==> config.mk <==
export PLATFORM = sky130hd
export DESIGN_NAME = output_classifier
export DESIGN_NICKNAME = d
export VERILOG_FILES = /design/src/rtl/output_classifier_pkg.sv /design/src/rtl/output_classifier_relu.sv /design/src/rtl/output_classifier.sv
export SDC_FILE = /design/constraint.sdc
export NUM_CORES = 1
export LEC_CHECK = 0
export CORE_ASPECT_RATIO = 1.25
export CORE_MARGIN = 3
export CORE_UTILIZATION = 35
export CTS_CLUSTER_SIZE = 8
export DETAILED_ROUTE_END_ITERATION = 8
export PLACE_DENSITY = 0.67
export SYNTH_ARGS = -nofsm -noshare
export SYNTH_HDL_FRONTEND = slang
export SYNTH_SLANG_ARGS = --single-unit
==> constraint.sdc <==
create_clock -name clk -period 6.3 [get_ports clk]
set_input_delay 1.26 -clock clk [delete_from_list [all_inputs] [get_ports clk]]
set_output_delay 1.26 -clock clk [all_outputs]
set_load 0.01 [all_outputs]
==> src/rtl/output_classifier_pkg.sv <==
// ---------------------------------------------------------------------------
// output_classifier_pkg
// Shared definitions for the output classifier: default widths and neuron
// count, plus the controller state enumeration.
// Ports: none (package).
// ---------------------------------------------------------------------------
package output_classifier_pkg;

    localparam int DEF_N_NEURONS = 10;
    localparam int DEF_DATA_W    = 16;
    localparam int DEF_IDX_W     = 4;

    typedef enum logic [1:0] {
        COLLECT = 2'd0,
        SCAN    = 2'd1,
        DONE    = 2'd2
    } state_t;

endpackage

==> src/rtl/output_classifier_relu.sv <==
// ---------------------------------------------------------------------------
// relu_unit
// Combinational rectifier on the neuron-result input path. Negative
// two's-complement results become zero; non-negative results pass unchanged.
// Ports:
//   din   in   DATA_W  signed neuron result
//   dout  out  DATA_W  rectified (non-negative) result
// ---------------------------------------------------------------------------
module relu_unit
    import output_classifier_pkg::*;
#(
    parameter int DATA_W = DEF_DATA_W
) (
    input  logic signed [DATA_W-1:0] din,
    output logic        [DATA_W-1:0] dout
);

    function automatic logic [DATA_W-1:0] relu(input logic signed [DATA_W-1:0] x);
        logic [DATA_W-1:0] r;
        r = x[DATA_W-1] ? '0 : x;
        return r;
    endfunction

    assign dout = relu(din);

endmodule

==> src/rtl/output_classifier.sv <==
// ---------------------------------------------------------------------------
// output_classifier
// Collects N_NEURONS neuron results from the upstream neuron calculator,
// rectifies each one, then scans the stored results one slot per cycle with
// a single unsigned comparator to find the winning class (largest value,
// ties to the lowest index). The result is held until downstream accepts it.
// Ports:
//   clk        in   1                  clock, rising edge
//   reset      in   1                  asynchronous active-low reset
//   clear      in   1                  synchronous abort back to COLLECT
//   in_valid   in   1                  in_data carries a neuron result
//   in_data    in   DATA_W             signed neuron result
//   in_ready   out  1                  result accepted this cycle
//   layer_out  out  N_NEURONS*DATA_W   rectified results, neuron k at [DATA_W*k +: DATA_W]
//   out_valid  out  1                  class_out / max_value valid
//   out_ready  in   1                  downstream consumes the result
//   class_out  out  IDX_W              index of the largest rectified result
//   max_value  out  DATA_W             value of the largest rectified result
// ---------------------------------------------------------------------------
module output_classifier
    import output_classifier_pkg::*;
#(
    parameter int N_NEURONS = DEF_N_NEURONS,
    parameter int DATA_W    = DEF_DATA_W,
    parameter int IDX_W     = DEF_IDX_W
) (
    input  logic                          clk,
    input  logic                          reset,
    input  logic                          clear,
    input  logic                          in_valid,
    input  logic [DATA_W-1:0]             in_data,
    output logic                          in_ready,
    output logic [N_NEURONS*DATA_W-1:0]   layer_out,
    output logic                          out_valid,
    input  logic                          out_ready,
    output logic [IDX_W-1:0]              class_out,
    output logic [DATA_W-1:0]             max_value
);

    localparam logic [IDX_W-1:0] LAST_IDX = IDX_W'(N_NEURONS - 1);

    state_t              state;
    state_t              state_next;

    logic [DATA_W-1:0]   slots [N_NEURONS];
    logic [IDX_W-1:0]    wr_idx;
    logic [IDX_W-1:0]    scan_idx;
    logic                fetching;

    logic                vld_p0;
    logic                last_p0;
    logic [IDX_W-1:0]    idx_p0;
    logic [DATA_W-1:0]   cand_p0;

    logic [DATA_W-1:0]   run_max;
    logic [IDX_W-1:0]    run_idx;

    logic [DATA_W-1:0]   relu_data;
    logic                transfer;
    logic                wr_last;
    logic                scan_last;
    logic                cand_wins;
    logic                final_stage;
    logic [DATA_W-1:0]   best_max;
    logic [IDX_W-1:0]    best_idx;

    relu_unit #(
        .DATA_W (DATA_W)
    ) u_relu (
        .din  (in_data),
        .dout (relu_data)
    );

    for (genvar k = 0; k < N_NEURONS; k++) begin : g_layer
        assign layer_out[k*DATA_W +: DATA_W] = slots[k];
    end

    always_comb begin
        in_ready    = (state == COLLECT) && !clear;
        transfer    = in_valid && in_ready;
        wr_last     = (wr_idx == LAST_IDX);
        scan_last   = (scan_idx == LAST_IDX);
        final_stage = vld_p0 && last_p0;

        // Rectified values are never negative, so one unsigned compare is
        // enough. Slot 0 seeds the running max, strictly-greater replaces it.
        cand_wins = (cand_p0 > run_max);
        if ((idx_p0 == '0) || cand_wins) begin
            best_max = cand_p0;
            best_idx = idx_p0;
        end else begin
            best_max = run_max;
            best_idx = run_idx;
        end
    end

    always_comb begin
        state_next = state;
        if (clear) begin
            state_next = COLLECT;
        end else begin
            case (state)
                COLLECT: if (transfer && wr_last)      state_next = SCAN;
                SCAN:    if (final_stage)              state_next = DONE;
                DONE:    if (out_valid && out_ready)   state_next = COLLECT;
                default:                               state_next = COLLECT;
            endcase
        end
    end

    always_ff @(posedge clk or negedge reset) begin
        if (!reset) begin
            state <= COLLECT;
        end else begin
            state <= state_next;
        end
    end

    always_ff @(posedge clk or negedge reset) begin
        if (!reset) begin
            wr_idx    <= '0;
            scan_idx  <= '0;
            fetching  <= 1'b0;
            vld_p0    <= 1'b0;
            last_p0   <= 1'b0;
            idx_p0    <= '0;
            run_max   <= '0;
            run_idx   <= '0;
            out_valid <= 1'b0;
            class_out <= '0;
            max_value <= '0;
            for (int k = 0; k < N_NEURONS; k++) begin
                slots[k] <= '0;
            end
        end else if (clear) begin
            wr_idx    <= '0;
            scan_idx  <= '0;
            fetching  <= 1'b0;
            vld_p0    <= 1'b0;
            out_valid <= 1'b0;
        end else begin
            if (transfer) begin
                slots[wr_idx] <= relu_data;
                if (wr_last) begin
                    wr_idx   <= '0;
                    scan_idx <= '0;
                    fetching <= 1'b1;
                end else begin
                    wr_idx <= wr_idx + 1'b1;
                end
            end

            // Stage p0: fetch one slot per cycle into the compare register.
            vld_p0  <= fetching;
            idx_p0  <= scan_idx;
            last_p0 <= scan_last;
            if (fetching) begin
                if (scan_last) begin
                    scan_idx <= '0;
                    fetching <= 1'b0;
                end else begin
                    scan_idx <= scan_idx + 1'b1;
                end
            end

            // Stage p1: fold the fetched slot into the running max; the last
            // slot's result goes straight to the output registers.
            if (vld_p0) begin
                run_max <= best_max;
                run_idx <= best_idx;
            end

            if (final_stage) begin
                class_out <= best_idx;
                max_value <= best_max;
                out_valid <= 1'b1;
            end else if (out_valid && out_ready) begin
                out_valid <= 1'b0;
            end
        end
    end

    always_ff @(posedge clk) begin
        if (fetching) begin
            cand_p0 <= slots[scan_idx];
        end
    end

endmodule
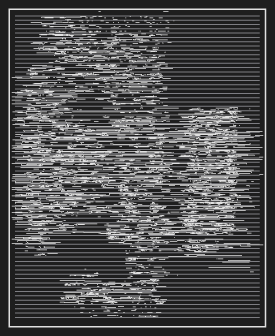
(signal wires on met1)
Supply wires on this layer in grey.
wire length on this layer: 12500 um
main direction: horizontal
share of all routed wire: 40%

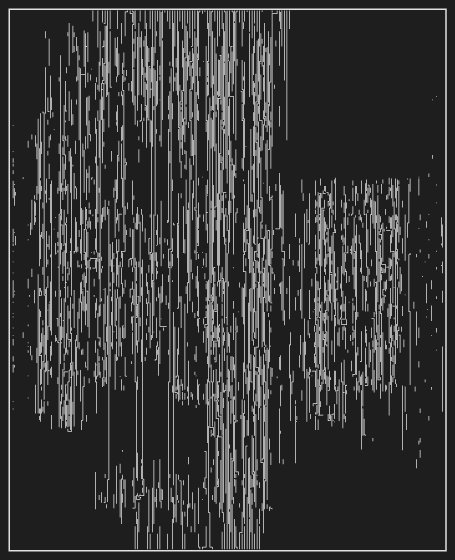
(the metal 2 layer)
nets with wire on the layer: 982
share of all routed wire: 49%
main direction: vertical
wire length on this layer: 15300 um
longest straight run: 100 um

==> reports/qor.yml <==
synthesis.area_um2: 10500
design_area_um2: 13500
layout_top_cells: "dfrtp_1, clkdlybuf4s50_1, nand2_1"
cts_made_buffers: 31
hold_violations: 0
critPathRequiredTime_ps: 5040
slowest_delay_ps: 790
place_ws_ps: 1840
cts_tree: "done"
critPathKind: "input port to output port"
cts_setup_buffers: 0
async_reset_ff_share_pct: 93.3
p_sw_share_pct: 24.9
ys_ff: 223
fin_skew_ps: 6.74
power_density_nw_per_um2: 267
io_buffers: 192
postCtsHoldBufs: 0
setup_viol: 0
comb_area_um2: 4440
slew_headroom_pct: 21.4
fin_crit_ps: 4260
final_common_cell: "dfrtp_1"
cp_slowest_cell: "clkdlybuf4s50_1"
vdd_drop_max_uv: 187
drive_above_1_share_pct: 12.9
ys_cells: 952
syn_avg_cell_area_um2: 11.0
antenna_found_initial: 0
path_cells: "clkdlybuf4s50_1 -> nor3_4 -> clkdlybuf4s50_1"
power.internal_uw: 2700
fin_crit_sh_pct: 67.6
worstPathMaxFanout: 19
n_antenna_cell: 0
num_rows: 70
yosys.stat.seqShare_pct: 53.9
topCellsByArea: "dfrtp_1, mux4_2, o21ai_0"
drc: 0
r2r_slack_ps: 2800
vias: 8009
crit_path_start_kind: "input port"
arrival_ps: 3000
clk_pin_slew_worst_paths_ps: 50
clock_path_buffers: 3
cts_max_level: 1
coreArea_um2: 29400
yosys_warnings: 0
drt_iter0_drc: 481
pwr-share-comb_pct: 14.2
setup_slack_ps: 2040
post_cts_resized: 0
fmaxAchievable_mhz: 235
layout.cells.non_filler: 1523
register_area_um2: 5660
warnings: 29
totalWireLength_mm: 31.3
setup.worst_path.end_class: "output port"
cts_sinks: 223
yosys.area.top_type: "dfrtp_1"
crit_top_cell: "clkdlybuf4s50_1"
fin_nets: 1157
seq_power_share_pct: 45.4
cap_violations: 0
rsz0062_at_grt: "false"
area_growth_syn_to_layout_pct: 28.5
dieArea_um2: 32100
worstMarginPinSlew_ps: 1170
status: "complete, no violations"
placed_cells: 1482
hpwl_mm: 21.8
synth.top_cell.area_share_pct: 49.6
die_h_um: 200
pwr-share-clk_pct: 40.4
ys_types: 52
vias_per_cell: 5.26
grt_pass1_vias: 8033
nFillCells: 2751
min_path_type: "register to register"
drt-wirelength-per-cell_um: 20.6
syn_inst: 952
initial_core_util_pct: 35.6
ant_nets: 0
firstDrtPassIters: 4
synth-main-ff-cell: "dfrtp_1"
p_leak_uw: 0.00556
clock_latency_ps: 540
slew_violations: 0
cts-root-buf: "clkbuf_16"
grt_pass1_wl_mm: 48.1
edf_count: 15
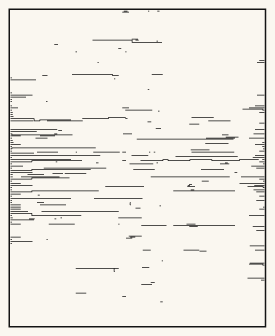
(met3 routing)
longest straight run: 60.7 um
main direction: horizontal
nets with wire on the layer: 170

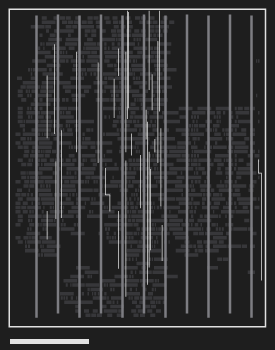
(met4 routing)
Scale bar: 50 um. Supply wires on this layer in grey.
share of all routed wire: 4.4%
longest straight run: 103 um
nets with wire on the layer: 20
main direction: vertical

[state kept, by name, summed over array words and instances (netlist names), 4 cells and up]
register	flops
idx_p0	4
scan_idx	4
class_out	4
layer_out	150
wr_idx	4
cand_p0	15
max_value	16
run_max	16
run_idx	4
[synth_stat cells, drive strengths merged (4+ instances only)]
library cell / count
dfrtp: 208
nand2: 153
o21ai: 135
mux2: 62
nor3: 52
clkbuf: 50
a21oi: 40
mux4: 30
nor2: 27
buf: 26
nor2b: 20
inv: 18
nand2b: 18
ha: 17
a221oi: 15
edfxtp: 15
a311oi: 14
nand3: 9
and2: 6
a221o: 4
a32o: 4
[final timing paths]
path / to / startpoint / cells after the start
max: in_ready / clear / 3
min: layer_out[59]$_DFFE_PN0P_ / layer_out[59]$_DFFE_PN0P_ / 2
max reg2reg: run_max[11]$_DFFE_PN0P_ / cand_p0[11]$_DFFE_PP_ / 8
min reg2reg: layer_out[59]$_DFFE_PN0P_ / layer_out[59]$_DFFE_PN0P_ / 2
max in group asynchronous: layer_out[8]$_DFFE_PN0P_ / reset / 2
min in group asynchronous: max_value[2]$_DFFE_PN0P_ / reset / 1
[cells by family after synthesis]
family          synth area share [%]
buf+inv                         4.11
simple gates                    13.5
fa+ha+maj                       2.03
mux                             13.6
compound gates                  12.8
flops                           53.9
other cells                   0.0357
[stage by stage]
| step | total power, uW | utilization (%) | hold WS (ps) |
|---|---|---|---|
| after global placement | 2170 | 43.0 | 478 |
| after floorplan | 1850 | - | 466 |
| after CTS | 3640 | 45.8 | 494 |
| after global routing | 3740 | 45.8 | 495 |
| final | 3600 | 45.8 | 495 |
| after detailed placement | 2170 | 43.0 | 482 |
[critical path: cells and delay by family]
kind / cells / cell delay (ps)
buffers and inverters: 2 / 1420
and+or+nand+nor: 1 / 300
[power by group through the flow]
stage | Combinational (uW) | Sequential, uW | Clock [uW]
finish | 511 | 1630 | 1450
global route | 551 | 1650 | 1550
CTS | 520 | 1630 | 1480
detailed placement | 518 | 1660 | 0
global placement | 512 | 1650 | 0
floorplan | 179 | 1670 | 0
[cell type report]
type / instances / share of cell area [%]
Sequential cell: 223 / 42.0
Multi-Input combinational cell: 644 / 32.9
Timing Repair Buffer: 201 / 14.9
Clock buffer: 41 / 6.04
Tap cell: 396 / 3.68
Inverter: 18 / 0.501
[metal layers]
metal	wire length (um)	GRT usage, %	up-vias
met2	15300	31.7	286
met3	2130	4.25	63
met1	12500	24.3	3943
li1	-	-	3717
met5	0	0	-
met4	1380	8.26	0
No activity file was given, so power comes from the tool's default toggle rates.
